==> images/power_grid.png <==
Drawn at 4 px/um. Pins as bars on the die edge.
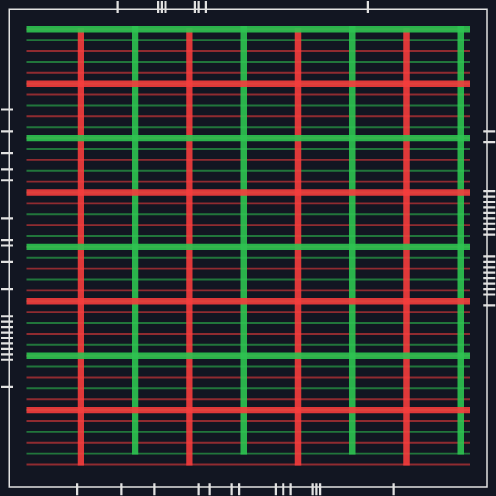
==> images/cell_density.png <==
Drawn at 2 px/um. 12 x 12 tiles, from white (low) to dark blue (high), 0 to 100% covered.
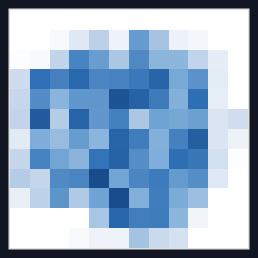
==> images/clk_routes.png <==
Drawn at 4 px/um.
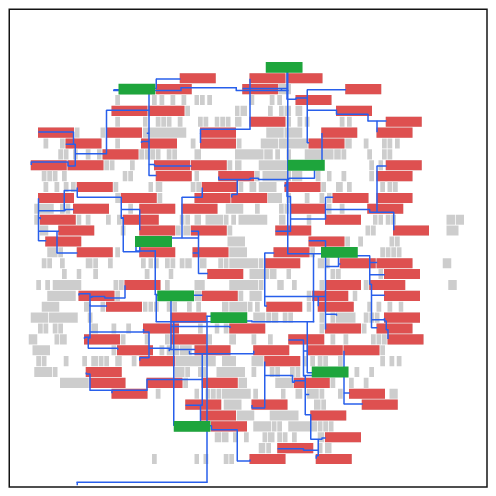
==> images/wires.png <==
Drawn at 4 px/um. Two of the layers only.
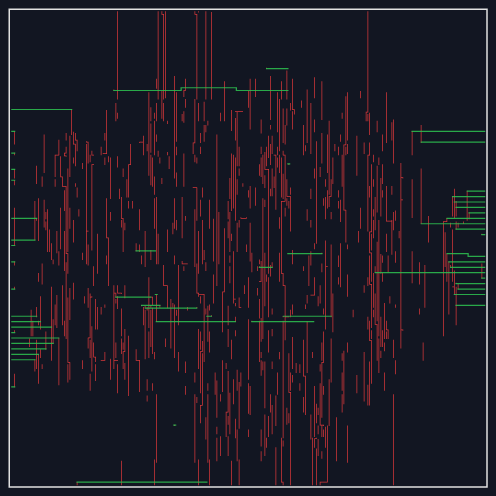
File: config.mk
export PLATFORM = sky130hd
export DESIGN_NAME = cskip_sub_pipe
export DESIGN_NICKNAME = d
export VERILOG_FILES = /design/src/rtl/cskip_sub_pipe.sv
export SDC_FILE = /design/constraint.sdc
export NUM_CORES = 1
export LEC_CHECK = 0
export CAP_MARGIN = 40
export CORE_MARGIN = 4
export CORE_UTILIZATION = 38
export DETAILED_ROUTE_END_ITERATION = 12
export DONT_BUFFER_PORTS = 1
export MAX_ROUTING_LAYER = met4
export PLACE_DENSITY = 0.62
export SYNTH_ARGS = -nofsm -noshare
export SYNTH_HDL_FRONTEND = slang
export SYNTH_SLANG_ARGS = --single-unit
File: constraint.sdc
create_clock -name clk -period 7.2 [get_ports clk]
set_input_delay 1.44 -clock clk [delete_from_list [all_inputs] [get_ports clk]]
set_output_delay 1.44 -clock clk [all_outputs]
set_load 0.01 [all_outputs]
File: src/rtl/cskip_sub_pipe.sv
// Pipelined carry-skip subtractor computing d = a - b - bin as a + ~b + ~bin.
// Each pipeline stage resolves one BLOCK-bit ripple-plus-skip block.
module cskip_sub_pipe #(
  parameter int WIDTH = 16,
  parameter int BLOCK = 4,
  localparam int STAGES = WIDTH / BLOCK
) (
  input  logic              clk,
  input  logic              rst,
  input  logic              in_valid,
  output logic              in_ready,
  input  logic [WIDTH-1:0]  a,
  input  logic [WIDTH-1:0]  b,
  input  logic              bin,
  output logic              out_valid,
  input  logic              out_ready,
  output logic [WIDTH-1:0]  d,
  output logic              bout,
  output logic              ovf,
  output logic              zero,
  output logic [STAGES-1:0] skip
);

  // Handshake: a transfer happens on a rising edge where valid & ready are both 1.
  // The whole pipe advances together when the output slot is empty or being
  // drained, so in_ready is that shared enable and bubbles hold like data.
  logic en;
  assign en       = ~out_valid | out_ready;
  assign in_ready = en;

  // Returns {skip, carry_out, sum} for one block of a + ~b + ci.
  function automatic logic [BLOCK+1:0] resolve(input logic [BLOCK-1:0] x,
                                               input logic [BLOCK-1:0] y,
                                               input logic             ci);
    logic [BLOCK-1:0] p;
    logic [BLOCK-1:0] s;
    logic [BLOCK:0]   c;
    p    = x ^ ~y;
    s    = '0;
    c    = '0;
    c[0] = ci;
    for (int i = 0; i < BLOCK; i++) begin
      s[i]   = p[i] ^ c[i];
      c[i+1] = (x[i] & ~y[i]) | (p[i] & c[i]);
    end
    return {&p, (&p) ? ci : c[BLOCK], s};
  endfunction

  for (genvar k = 0; k < STAGES; k++) begin : g_stage
    localparam int LO  = BLOCK * k;
    localparam int REM = WIDTH - LO - BLOCK;

    logic                   v_i;
    logic                   c_i;
    logic [WIDTH-LO-1:0]    a_i;
    logic [WIDTH-LO-1:0]    b_i;
    logic [BLOCK+1:0]       r;
    logic                   v_q;
    logic [LO+BLOCK-1:0]    s_q;
    logic [k:0]             sk_q;

    assign r = resolve(a_i[BLOCK-1:0], b_i[BLOCK-1:0], c_i);

    always_ff @(posedge clk or posedge rst) begin
      if (rst) begin
        v_q <= 1'b0;
      end else if (en) begin
        v_q <= v_i;
      end
    end

    if (k == 0) begin : g_src
      assign v_i = in_valid;
      assign c_i = ~bin;
      assign a_i = a;
      assign b_i = b;

      always_ff @(posedge clk or posedge rst) begin
        if (rst) begin
          s_q  <= '0;
          sk_q <= '0;
        end else if (en) begin
          s_q  <= r[BLOCK-1:0];
          sk_q <= r[BLOCK+1];
        end
      end
    end else begin : g_src
      assign v_i = g_stage[k-1].v_q;
      assign c_i = g_stage[k-1].g_fwd.c_q;
      assign a_i = g_stage[k-1].g_fwd.a_q;
      assign b_i = g_stage[k-1].g_fwd.b_q;

      // New block bits land on top of the already-resolved lower bits.
      always_ff @(posedge clk or posedge rst) begin
        if (rst) begin
          s_q  <= '0;
          sk_q <= '0;
        end else if (en) begin
          s_q  <= {r[BLOCK-1:0], g_stage[k-1].s_q};
          sk_q <= {r[BLOCK+1], g_stage[k-1].sk_q};
        end
      end
    end

    if (REM > 0) begin : g_fwd
      logic [REM-1:0] a_q;
      logic [REM-1:0] b_q;
      logic           c_q;

      always_ff @(posedge clk or posedge rst) begin
        if (rst) begin
          a_q <= '0;
          b_q <= '0;
          c_q <= 1'b0;
        end else if (en) begin
          a_q <= a_i[WIDTH-LO-1:BLOCK];
          b_q <= b_i[WIDTH-LO-1:BLOCK];
          c_q <= r[BLOCK];
        end
      end
    end else begin : g_last
      logic bo_q;
      logic ov_q;
      logic p_msb;

      // Carry into the MSB is recovered as sum ^ propagate at that bit.
      assign p_msb = a_i[BLOCK-1] ^ ~b_i[BLOCK-1];

      always_ff @(posedge clk or posedge rst) begin
        if (rst) begin
          bo_q <= 1'b0;
          ov_q <= 1'b0;
        end else if (en) begin
          bo_q <= ~r[BLOCK];
          ov_q <= r[BLOCK-1] ^ p_msb ^ r[BLOCK];
        end
      end
    end
  end

  assign out_valid = g_stage[STAGES-1].v_q;
  assign d         = g_stage[STAGES-1].s_q;
  assign skip      = g_stage[STAGES-1].sk_q;
  assign bout      = g_stage[STAGES-1].g_last.bo_q;
  assign ovf       = g_stage[STAGES-1].g_last.ov_q;
  assign zero      = (d == '0);

endmodule

==> results.cfg <==
; generated from flow reports
[grt]
track_usage_pct = 13.7
grt-busiest-layer = met2
grt_util_met1_pct = 18.6

[worst_setup_path]
timing.rr.start = g_stage[2].g_fwd.b_q[0]$_DFFE_PP0P_
critical_path.startpoint = out_ready
worstSetupEndpointType = primary output
worstPathMaxFanout = 84
worstPathArrival_ns = 2.48
reg2regPathDepth = 9

[clocking]
cts.sinks = 107
cts_tree = built
cts_setup_buffers = 0
hold_buffers = 0
root_buffer = clkbuf_16
clock_latency_ns = 0.35

[routing]
top_layer = met4
vias = 2985
avgRoutedWirePerCell_um = 13.1
drt_iter0_markers = 113
wirelength_mm = 8.69
ant_nets = 0
m1WireLength_mm = 4.16

[yosys]
avgSynthCellArea_um2 = 9.45
yosysSeqAreaShare_pct = 57.1
ys_seq_elements = 107
top_area_share_pct = 57.1
syn_nets = 565
netlist_instances = 496
ys_cells = 496
netlist-cell-type-count = 22
synth_chip_area_mm2 = 0.00469

[finish]
seq_area_share_pct = 51.9
fillers = 1205
n_all_inverters = 35
final-nonclk-buf-share_pct = 0.971
most-common-layout-cells = nand2_1, dfrtp_1, inv_1
clk_share_pct = 6.04
clkbuf_count = 10
layout.cells.non_filler = 661
comb_area_share_pct = 34.3

[final_timing]
fin_ws_ns = 3.28
hold_viol = 0
fin_crit_sh_pct = 54.5
grt_setup_unrepaired = false
tightest_slew_ns = 0.827
relSlewSlack_pct = 44.9
tns_ns = 0
max_freq_mhz = 255

[run]
maxCapViolations = 0

[floorplanning]
ios = 62
dieArea_mm2 = 0.0142
fp-row-count = 40
fp_util_pct = 38.9

[power_and_ir_drop]
internal-power_w = 0.00142
power_leader = registers
seq-power_w = 0.00107
leakagePower_nw = 2.66
worst_ir_drop_vdd_v = 0.000203

[run_status]
outcome = finished, final reports clean

[placement]
dp_hpwl_mm = 6.18

[min_path]
worstHoldPathCells = 2
Notes on power_grid.png above:
color	net
green	VDD
red	VSS
met5 straps	8
signal pins	62

Notes on cell_density.png above:
emptiest ninth of the die	top right
fullest tile	89%
mean over tiles	35%
tiles over 75% full	8.3%

Notes on clk_routes.png above:
[red] flip-flops | count: 107
[green] clock drivers | count: 9
[blue] clock wires | length: 1200 um
routed clock nets	10

Notes on wires.png above:
color	layer	wire length
red	metal 2	3940 um
green	metal 3	456 um

==> logic make-up after synthesis <==
logic type / Yosys count / synth area share (%)
simple gates: 256 / 21.3
xor+xnor: 2 / 0.374
mux: 3 / 0.721
compound gates: 38 / 4.14
fa+ha+maj: 32 / 11.1
buf+inv: 58 / 5.21
flops: 107 / 57.1
==> worst max-delay path, cell delays in order <==
cell     delay, ns
nor2b_4       0.08
buf_4         0.63
inv_4         0.28
==> synthesized netlist by cell type <==
cell type,n
a21oi_2,1
mux2i_1,2
buf_2,18
mux2i_2,1
nand4_2,1
a21oi_1,11
nor2b_2,1
xor2_1,1
nand2b_1,1
ha_1,16
inv_1,35
xnor2_1,1
dfrtp_1,107
nand2_1,230
buf_4,1
fa_1,16
clkbuf_1,4
and4_1,1
nor2_1,15
o21ai_0,26
nand4_1,3
nor4_1,4
